[src/rtl/rocketcpu_codec_pkg.sv]
// rtl/rocketcpu_codec_pkg.sv - shared constants and FSM state type for the codec SPI target
package rocketcpu_codec_pkg;

  localparam int FRAME_BITS     = 16;
  localparam int ADDR_BITS      = 7;
  localparam int DATA_BITS      = 9;
  localparam int STATUS_ERR_BIT = 15;

  localparam logic [ADDR_BITS-1:0] CODEC_RESET_ADDR = 7'h0F;

  typedef enum logic [1:0] {
    IDLE,
    SHIFT,
    COMMIT
  } state_t;

endpackage

[src/rtl/rocketcpu_sync_edge.sv]
// rtl/rocketcpu_sync_edge.sv - multi-flop input synchronizer with rise/fall pulse outputs
module rocketcpu_sync_edge #(
  parameter int STAGES = 2
) (
  input  logic clk,
  input  logic rst_n,
  input  logic din,
  output logic level,
  output logic rise,
  output logic fall
);

  logic [STAGES-1:0] sync_q;
  logic              prev_q;

  always_ff @(posedge clk or negedge rst_n) begin
    if (!rst_n) begin
      sync_q <= '0;
      prev_q <= 1'b0;
    end else begin
      sync_q <= {sync_q[STAGES-2:0], din};
      prev_q <= sync_q[STAGES-1];
    end
  end

  assign level = sync_q[STAGES-1];
  assign rise  = level & ~prev_q;
  assign fall  = ~level & prev_q;

endmodule

[src/rtl/rocketcpu_codec_spi_target.sv]
// rtl/rocketcpu_codec_spi_target.sv - 3-wire codec SPI target with Wishbone shadow readback
// Optional: ROCKETCPU_CODEC_SPI_TARGET_SWRESET_EN makes a frame to 0x0F clear the shadow file.
module rocketcpu_codec_spi_target
  import rocketcpu_codec_pkg::*;
#(
  parameter int NREGS       = 16,
  parameter int SYNC_STAGES = 2
) (
  input  logic        i_wb_clk,
  input  logic        i_wb_rst_n,
  input  logic [4:0]  i_wb_adr,
  input  logic [15:0] i_wb_dat,
  input  logic        i_wb_we,
  input  logic        i_wb_cyc,
  output logic        o_wb_ack,
  output logic [15:0] o_wb_dat,
  input  logic        codec_clk,
  input  logic        codec_cs,
  input  logic        codec_di,
  output logic        o_frame_done
);

  localparam int         IDX_W   = (NREGS > 1) ? $clog2(NREGS) : 1;
  localparam logic [7:0] NREGS_W = 8'(NREGS);

  logic sclk_rise, sclk_fall_unused, sclk_level_unused;
  logic cs_rise, cs_fall, cs_level_unused;
  logic di_level, di_rise_unused, di_fall_unused;

  rocketcpu_sync_edge #(.STAGES(SYNC_STAGES)) u_sync_clk (
    .clk(i_wb_clk), .rst_n(i_wb_rst_n), .din(codec_clk),
    .level(sclk_level_unused), .rise(sclk_rise), .fall(sclk_fall_unused)
  );

  rocketcpu_sync_edge #(.STAGES(SYNC_STAGES)) u_sync_cs (
    .clk(i_wb_clk), .rst_n(i_wb_rst_n), .din(codec_cs),
    .level(cs_level_unused), .rise(cs_rise), .fall(cs_fall)
  );

  rocketcpu_sync_edge #(.STAGES(SYNC_STAGES)) u_sync_di (
    .clk(i_wb_clk), .rst_n(i_wb_rst_n), .din(codec_di),
    .level(di_level), .rise(di_rise_unused), .fall(di_fall_unused)
  );

  state_t                 state_q, state_d;
  logic [FRAME_BITS-1:0]  shift_q;
  logic [4:0]             count_q;
  logic [7:0]             frame_cnt_q;
  logic                   err_q;
  logic                   pend_q;
  logic                   done_q;
  logic [DATA_BITS-1:0]   regs_q [NREGS];

  logic [ADDR_BITS-1:0]   frame_addr;
  logic [DATA_BITS-1:0]   frame_data;
  logic                   addr_in_range;
  logic                   frame_ok;
  logic                   commit;
  logic                   wb_take;
  logic                   wb_status;
  logic [15:0]            rd_data;
  logic [14:0]            wb_dat_unused;

  assign frame_addr    = shift_q[FRAME_BITS-1 -: ADDR_BITS];
  assign frame_data    = shift_q[DATA_BITS-1:0];
  assign addr_in_range = {1'b0, frame_addr} < NREGS_W;
  assign commit        = (state_q == COMMIT);
  assign wb_take       = i_wb_cyc & ~o_wb_ack & ~done_q;
  assign wb_status     = ({3'b0, i_wb_adr} == NREGS_W);
  assign wb_dat_unused = i_wb_dat[14:0];

`ifdef ROCKETCPU_CODEC_SPI_TARGET_SWRESET_EN
  logic is_swreset;
  assign is_swreset = (frame_addr == CODEC_RESET_ADDR);
  assign frame_ok   = (count_q == 5'(FRAME_BITS)) & (addr_in_range | is_swreset);
`else
  assign frame_ok   = (count_q == 5'(FRAME_BITS)) & addr_in_range;
`endif

  always_ff @(posedge i_wb_clk or negedge i_wb_rst_n) begin
    if (!i_wb_rst_n) state_q <= IDLE;
    else             state_q <= state_d;
  end

  always_comb begin
    state_d = state_q;
    unique case (state_q)
      IDLE:    if (cs_fall || pend_q) state_d = SHIFT;
      SHIFT:   if (cs_rise) state_d = COMMIT;
      COMMIT:  state_d = IDLE;
      default: state_d = IDLE;
    endcase
  end

  // A CS fall seen during COMMIT is remembered so the next frame starts from IDLE.
  always_ff @(posedge i_wb_clk or negedge i_wb_rst_n) begin
    if (!i_wb_rst_n) begin
      shift_q <= '0;
      count_q <= '0;
      pend_q  <= 1'b0;
    end else begin
      pend_q <= commit & cs_fall;
      if (state_q == IDLE && (cs_fall || pend_q)) begin
        shift_q <= '0;
        count_q <= '0;
      end else if (state_q == SHIFT && sclk_rise && !cs_rise) begin
        shift_q <= {shift_q[FRAME_BITS-2:0], di_level};
        if (count_q != 5'd31) count_q <= count_q + 5'd1;
      end
    end
  end

  always_comb begin
    rd_data = '0;
    if ({3'b0, i_wb_adr} < NREGS_W) begin
      rd_data[DATA_BITS-1:0] = regs_q[i_wb_adr[IDX_W-1:0]];
    end else if (wb_status) begin
      rd_data[7:0]            = frame_cnt_q;
      rd_data[STATUS_ERR_BIT] = err_q;
    end
  end

  always_ff @(posedge i_wb_clk or negedge i_wb_rst_n) begin
    if (!i_wb_rst_n) begin
      for (int i = 0; i < NREGS; i++) regs_q[i] <= '0;
      frame_cnt_q  <= '0;
      err_q        <= 1'b0;
      o_frame_done <= 1'b0;
      o_wb_ack     <= 1'b0;
      o_wb_dat     <= '0;
      done_q       <= 1'b0;
    end else begin
      o_frame_done <= commit & frame_ok;
      o_wb_ack     <= wb_take;
      done_q       <= i_wb_cyc & (done_q | o_wb_ack);

      if (wb_take) begin
        o_wb_dat <= rd_data;
        if (i_wb_we && wb_status && i_wb_dat[STATUS_ERR_BIT]) err_q <= 1'b0;
      end

      if (commit) begin
        if (frame_ok) begin
          frame_cnt_q <= frame_cnt_q + 8'd1;
`ifdef ROCKETCPU_CODEC_SPI_TARGET_SWRESET_EN
          if (is_swreset) begin
            for (int i = 0; i < NREGS; i++) regs_q[i] <= '0;
          end else begin
            regs_q[frame_addr[IDX_W-1:0]] <= frame_data;
          end
`else
          regs_q[frame_addr[IDX_W-1:0]] <= frame_data;
`endif
        end else begin
          err_q <= 1'b1;
        end
      end
    end
  end

endmodule

[config.mk]
export PLATFORM = sky130hd
export DESIGN_NAME = rocketcpu_codec_spi_target
export DESIGN_NICKNAME = d
export VERILOG_FILES = /design/src/rtl/rocketcpu_codec_pkg.sv /design/src/rtl/rocketcpu_sync_edge.sv /design/src/rtl/rocketcpu_codec_spi_target.sv
export SDC_FILE = /design/constraint.sdc
export NUM_CORES = 1
export LEC_CHECK = 0
export CELL_PAD_IN_SITES_DETAIL_PLACEMENT = 1
export CELL_PAD_IN_SITES_GLOBAL_PLACEMENT = 1
export CORE_AREA = 2 2 164 150
export DETAILED_ROUTE_END_ITERATION = 10
export DIE_AREA = 0 0 166 152
export GPL_TIMING_DRIVEN = 0
export MAX_ROUTING_LAYER = met4
export PLACE_DENSITY_LB_ADDON = 0.1
export REMOVE_ABC_BUFFERS = 1
export SLEW_MARGIN = 20
export SYNTH_ARGS = -nofsm -noshare
export SYNTH_HDL_FRONTEND = slang
export SYNTH_SLANG_ARGS = --single-unit
[constraint.sdc]
create_clock -name i_wb_clk -period 6 [get_ports i_wb_clk]
set_clock_uncertainty 0.15 [all_clocks]
set_input_delay 1.2 -clock i_wb_clk [delete_from_list [all_inputs] [get_ports i_wb_clk]]
set_output_delay 1.2 -clock i_wb_clk [all_outputs]
set_load 0.05 [all_outputs]
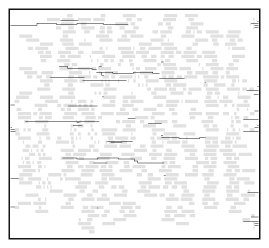
(run_1/layer_met3.png)
(1.5 px per um)
- longest straight run: 49.0 um
- wire length on this layer: 557 um
- share of all routed wire: 2.7%
- main direction: horizontal
- nets with wire on the layer: 36

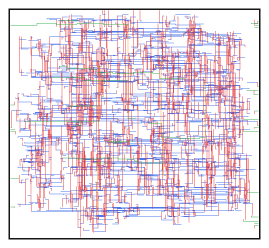
(run_1/wires.png)
(1.5 px per um)
- blue: metal 1 (wire length 9890 um)
- green: metal 3 (wire length 557 um)
- orange: metal 4 (wire length 254 um)
- red: metal 2 (wire length 10300 um)

==> impl_metrics.py, run 1 <==
# Synthesis and PnR figures
metrics = {
    "worst_setup_path": {
        "reg2regPathDepth": 6,
        "rrSetupSlack_ns": 3.15,
        "worst_setup_path_end_kind": "flop",
    },
    "route": {
        "drtIter0Drc": 266,
        "antenna_left": 0,
        "wl_met1_mm": 9.89,
        "top_layer": "met4",
        "wire_per_inst_um": 22.7,
    },
    "finish": {
        "seq_share_pct": 49.4,
        "n_all_buffers": 28,
        "reg_top3": "regs_q x144, shift_q x16, o_wb_dat x10",
        "final_common_cell": "dfrtp_1",
        "nFillCells": 2369,
        "regMostFlops": "regs_q",
        "clock_area_share_pct": 6.37,
    },
    "synthesis": {
        "ys_cells": 588,
        "async_flop_share_pct": 100,
        "synth-xor-area-share_pct": 0.997,
        "top_area_share_pct": 56.4,
    },
    "grt": {
        "grt_antenna_before_repair": 0,
        "grt_max_degree": 102,
    },
    "die": {
        "row_count": 54,
    },
    "cts": {
        "clkSlewWorstSetupHoldPaths_ns": 0.07,
        "cts_tree": "built",
        "hold_buffers": 0,
    },
    "final_timing": {
        "hold_viol": 0,
        "fin_crit_sh_pct": 54.0,
        "setup_ws_ns": 2.76,
    },
    "run_status": {
        "status": "complete, no violations",
    },
    "placement": {
        "hpwl_mm": 13.8,
    },
    "pwr": {
        "p_seq_share_pct": 49.5,
    },
}
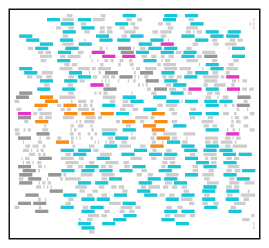
(run_1/flops_by_reg.png)
(1.5 px per um)
- cyan: regs_q (placed flops 144; where all over the die)
- magenta: o_wb_dat (placed flops 10)
- orange: shift_q (placed flops 16)
- not coloured: 28

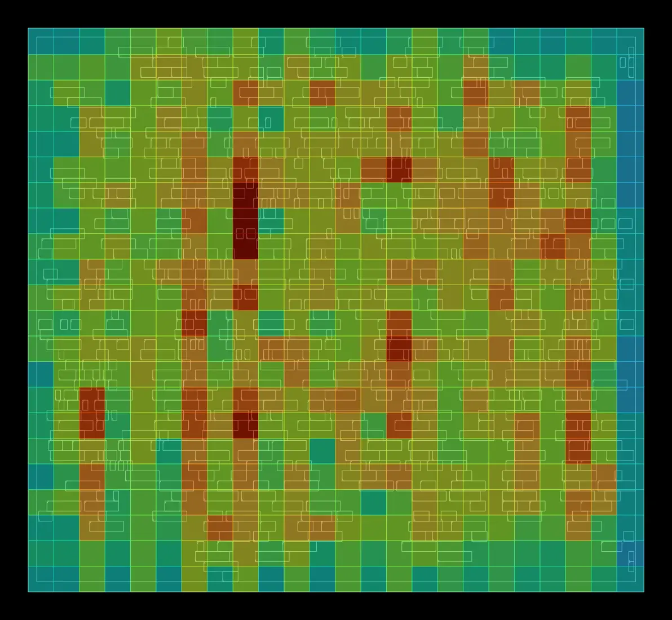
(run_1/congestion.png)
met2 Use GR: 29.0%
GR Util met3: 3.62%

run 1: power groups by stage:
| stage | clock network (mW) | logic [mW] | registers (mW) |
|---|---|---|---|
| floorplan | 0 | 0.0936 | 1.42 |
| detailed placement | 0 | 0.188 | 1.43 |
| finish | 1.25 | 0.185 | 1.41 |
| CTS | 1.28 | 0.188 | 1.41 |
| global route | 1.33 | 0.205 | 1.41 |
| global placement | 0 | 0.178 | 1.43 |
run 1: worst max-delay path: cells and delay by family:
| family | cells | cell delay [ns] |
|---|---|---|
| AOI/OAI and AO/OA | 1 | 0.13 |
| buffers and inverters | 1 | 0.52 |
| and+or+nand+nor | 3 | 1.57 |
==> run 2: changes to the inputs <==
==> constraint.sdc (replaced) <==
create_clock -name i_wb_clk -period 3.4 [get_ports i_wb_clk]
set_clock_uncertainty 0.15 [all_clocks]
set_input_delay 0.68 -clock i_wb_clk [delete_from_list [all_inputs] [get_ports i_wb_clk]]
set_output_delay 0.68 -clock i_wb_clk [all_outputs]
set_load 0.05 [all_outputs]
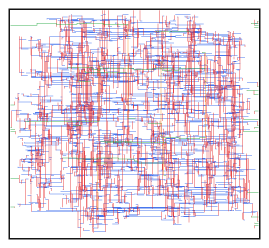
(run_2/wires.png)
(1.5 px per um)
- green: metal 3 (wire length 576 um)
- red: metal 2 (wire length 10300 um)
- blue: metal 1 (wire length 9910 um)
- orange: metal 4 (wire length 269 um)

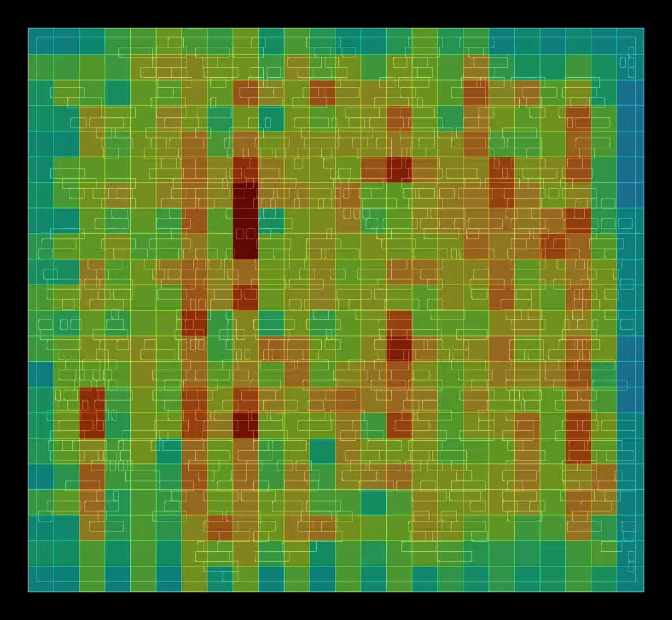
(run_2/congestion.png)
gr busiest metal: met2
Layout Utilization: 42.3%
GR Util met3: 3.59%
DR WL/cell: 22.7 um

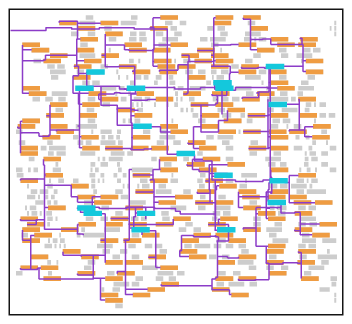
(run_2/clk_routes.png)
(2 px per um)
- cyan: clock drivers (count 17)
- purple: clock wires (length 2580 um)
- orange: flip-flops (count 198)
- routed clock nets: 18

==> run 2 against run 1 <==
Non-clock buffer count up 1. Setup slack worse by 2.2 ns. Global-route usage barely moved. Combinational power up 77%. Sequential power grew 76%. Register-to-register slack lost 2.6 ns.
==> impl_metrics.py, run 2 <==
# Synthesis and PnR figures
metrics = {
    "pwr": {
        "powerSeq_mw": 2.48,
        "maxPowerGroup": "registers",
        "p_seq_share_pct": 49.5,
    },
    "placement": {
        "hpwl_mm": 13.8,
    },
    "final_timing": {
        "setup_ws_ns": 0.565,
        "hold_viol": 0,
    },
    "route": {
        "top_layer": "met4",
        "antenna_left": 0,
    },
    "grt": {
        "grt.met2_usage_pct": 29.1,
        "grt_max_degree": 102,
        "grt_antenna_before_repair": 0,
    },
    "synthesis": {
        "ys_cells": 588,
        "top_area_share_pct": 56.4,
        "async_flop_share_pct": 100,
    },
    "finish": {
        "reg_top3": "regs_q x144, shift_q x16, o_wb_dat x10",
        "n_all_buffers": 29,
        "regMostFlops": "regs_q",
        "final_common_cell": "dfrtp_1",
        "seq_share_pct": 49.4,
        "nFillCells": 2368,
    },
    "cts": {
        "cts_tree": "built",
        "hold_buffers": 1,
        "clkSlewWorstSetupHoldPaths_ns": 0.07,
    },
    "run_status": {
        "status": "complete, no violations",
    },
    "worst_setup_path": {
        "reg2regPathDepth": 6,
        "rrSetupSlack_ns": 0.56,
    },
}
## run 2: worst max path at each step
stage | slack [ns] | to | cells past startpoint | startpoint
finish | 0.56 | regs_q[72] | 6 | count_q[0]
global route | 0.40 | regs_q[79] | 6 | count_q[0]
CTS | 0.28 | o_wb_dat[4] | 5 | i_wb_cyc
detailed placement | -0.19 | o_wb_dat[4] | 5 | i_wb_cyc
global placement | -6.54 | regs_q[45] | 1 | i_wb_rst_n
floorplan | 1.05 | regs_q[45] | 4 | shift_q[13]
## run 2: worst max-delay path, stage by stage (launching register included)
cell	delay, ns
dfrtp_1	0.42
inv_1	0.08
ha_1	0.17
nor3b_2	0.43
nand3_1	0.36
nor2_2	0.69
mux2_2	0.42
==> run 3: changes to the inputs <==
==> constraint.sdc (replaced) <==
create_clock -name i_wb_clk -period 2.7 [get_ports i_wb_clk]
set_clock_uncertainty 0.15 [all_clocks]
set_input_delay 0.54 -clock i_wb_clk [delete_from_list [all_inputs] [get_ports i_wb_clk]]
set_output_delay 0.54 -clock i_wb_clk [all_outputs]
set_load 0.05 [all_outputs]
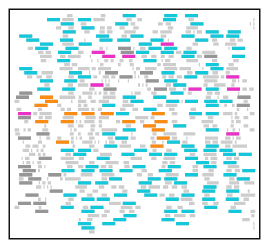
(run_3/flops_by_reg.png)
(1.5 px per um)
- orange: shift_q (placed flops 16)
- magenta: o_wb_dat (placed flops 10)
- cyan: regs_q (placed flops 144; where all over the die)

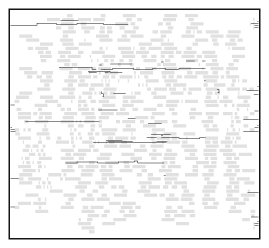
(run_3/layer_met3.png)
(1.5 px per um)
- longest straight run: 49.0 um
- nets with wire on the layer: 41

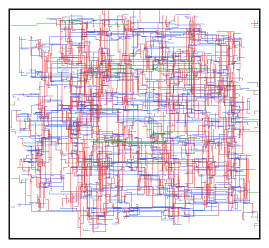
(run_3/wires.png)
(1.5 px per um)
- red: metal 2 (wire length 10400 um)
- blue: metal 1 (wire length 9900 um)
- green: metal 3 (wire length 625 um)
- orange: metal 4 (wire length 240 um)

==> run 3 against run 2 <==
The flow now finishes with violations (negative setup slack). Clock power up 26%. Wire length grew 0.79%. Final area is 1.8% higher. Critical path depth stayed put. Global-route usage hardly changed. Critical path type unchanged. Critical endpoint is now regs_q[107]. Largest power group unchanged.
==> impl_metrics.py, run 3 <==
# Synthesis and PnR figures
metrics = {
    "run_status": {
        "status": "finished with violations",
        "violations": "negative setup slack",
    },
    "pwr": {
        "p_seq_share_pct": 49.5,
        "pg_clk_mw": 2.77,
        "comb_power_mw": 0.423,
        "maxPowerGroup": "registers",
    },
    "cts": {
        "htreeDepth": 4,
        "cts-resized-gates": 8,
        "clkSlewWorstSetupHoldPaths_ns": 0.07,
        "hold_buffers": 1,
        "cts_tree": "built",
    },
    "final_timing": {
        "hold_viol": 0,
        "fin_crit_ns": 2.73,
        "setup_violations": 10,
        "setup_ws_ns": -0.0330,
        "fin_crit_sh_pct": 101,
    },
    "worst_setup_path": {
        "rrSetupSlack_ns": -0.03,
        "reg2regPathDepth": 6,
        "worst_setup_path_end_kind": "flop",
        "cp_num_buf_inv": 1,
        "slowest_delay_ns": 0.53,
        "path_delay_family": "simple AND/OR/NAND/NOR gates",
        "crit_slowest_cell": "or3b_2",
        "cp_cell_sequence": "inv_1 > ha_1 > or3b_2 > nor3_1 > nand2_1 > mux2_2",
    },
    "synthesis": {
        "top_area_share_pct": 56.4,
        "flop_cell": "dfrtp_1",
        "async_flop_share_pct": 100,
        "synth-xor-area-share_pct": 0.997,
        "simple_gate_share_pct": 7.21,
        "ys_cells": 588,
    },
    "finish": {
        "reg_top3": "regs_q x144, shift_q x16, o_wb_dat x10",
        "nFillCells": 2358,
        "final_common_cell": "dfrtp_1",
        "largest_register_ffs": 144,
        "post-route-util_pct": 43.1,
        "regMostFlops": "regs_q",
    },
    "grt": {
        "grt_antenna_before_repair": 0,
        "grt_max_degree": 102,
    },
    "route": {
        "drtIter0Drc": 271,
        "antenna_left": 0,
        "wire_per_inst_um": 22.6,
    },
    "die": {
        "row_count": 54,
    },
    "placement": {
        "hpwl_mm": 13.8,
    },
}
## run 3: per-layer routing
layer / global-route usage, % / wire, um
met1: 24.3 / 9900
met2: 29.2 / 10400
met3: 3.59 / 625
met4: 4.43 / 239
met5: - / 0
## run 3: how the worst max path moves through the flow
stage,start,end,cells after the start
after floorplan,shift_q[13],regs_q[45],4
after global placement,i_wb_rst_n,regs_q[36],1
after detailed placement,i_wb_cyc,o_wb_dat[4],5
after CTS,count_q[0],regs_q[84],6
after global routing,count_q[0],regs_q[107],6
final,count_q[0],regs_q[107],6
## run 3: cell type report
type,count,area [um2],area share [%]
clock buffer,21,470,4.61
clock inverter,10,168,1.64
inverter,14,52.6,0.514
multi-input combinational,348,3720,36.4
sequential,198,4950,48.5
tap,308,385,3.77
timing repair buffer,38,468,4.58
No activity file was given, so power comes from the tool's default toggle rates.
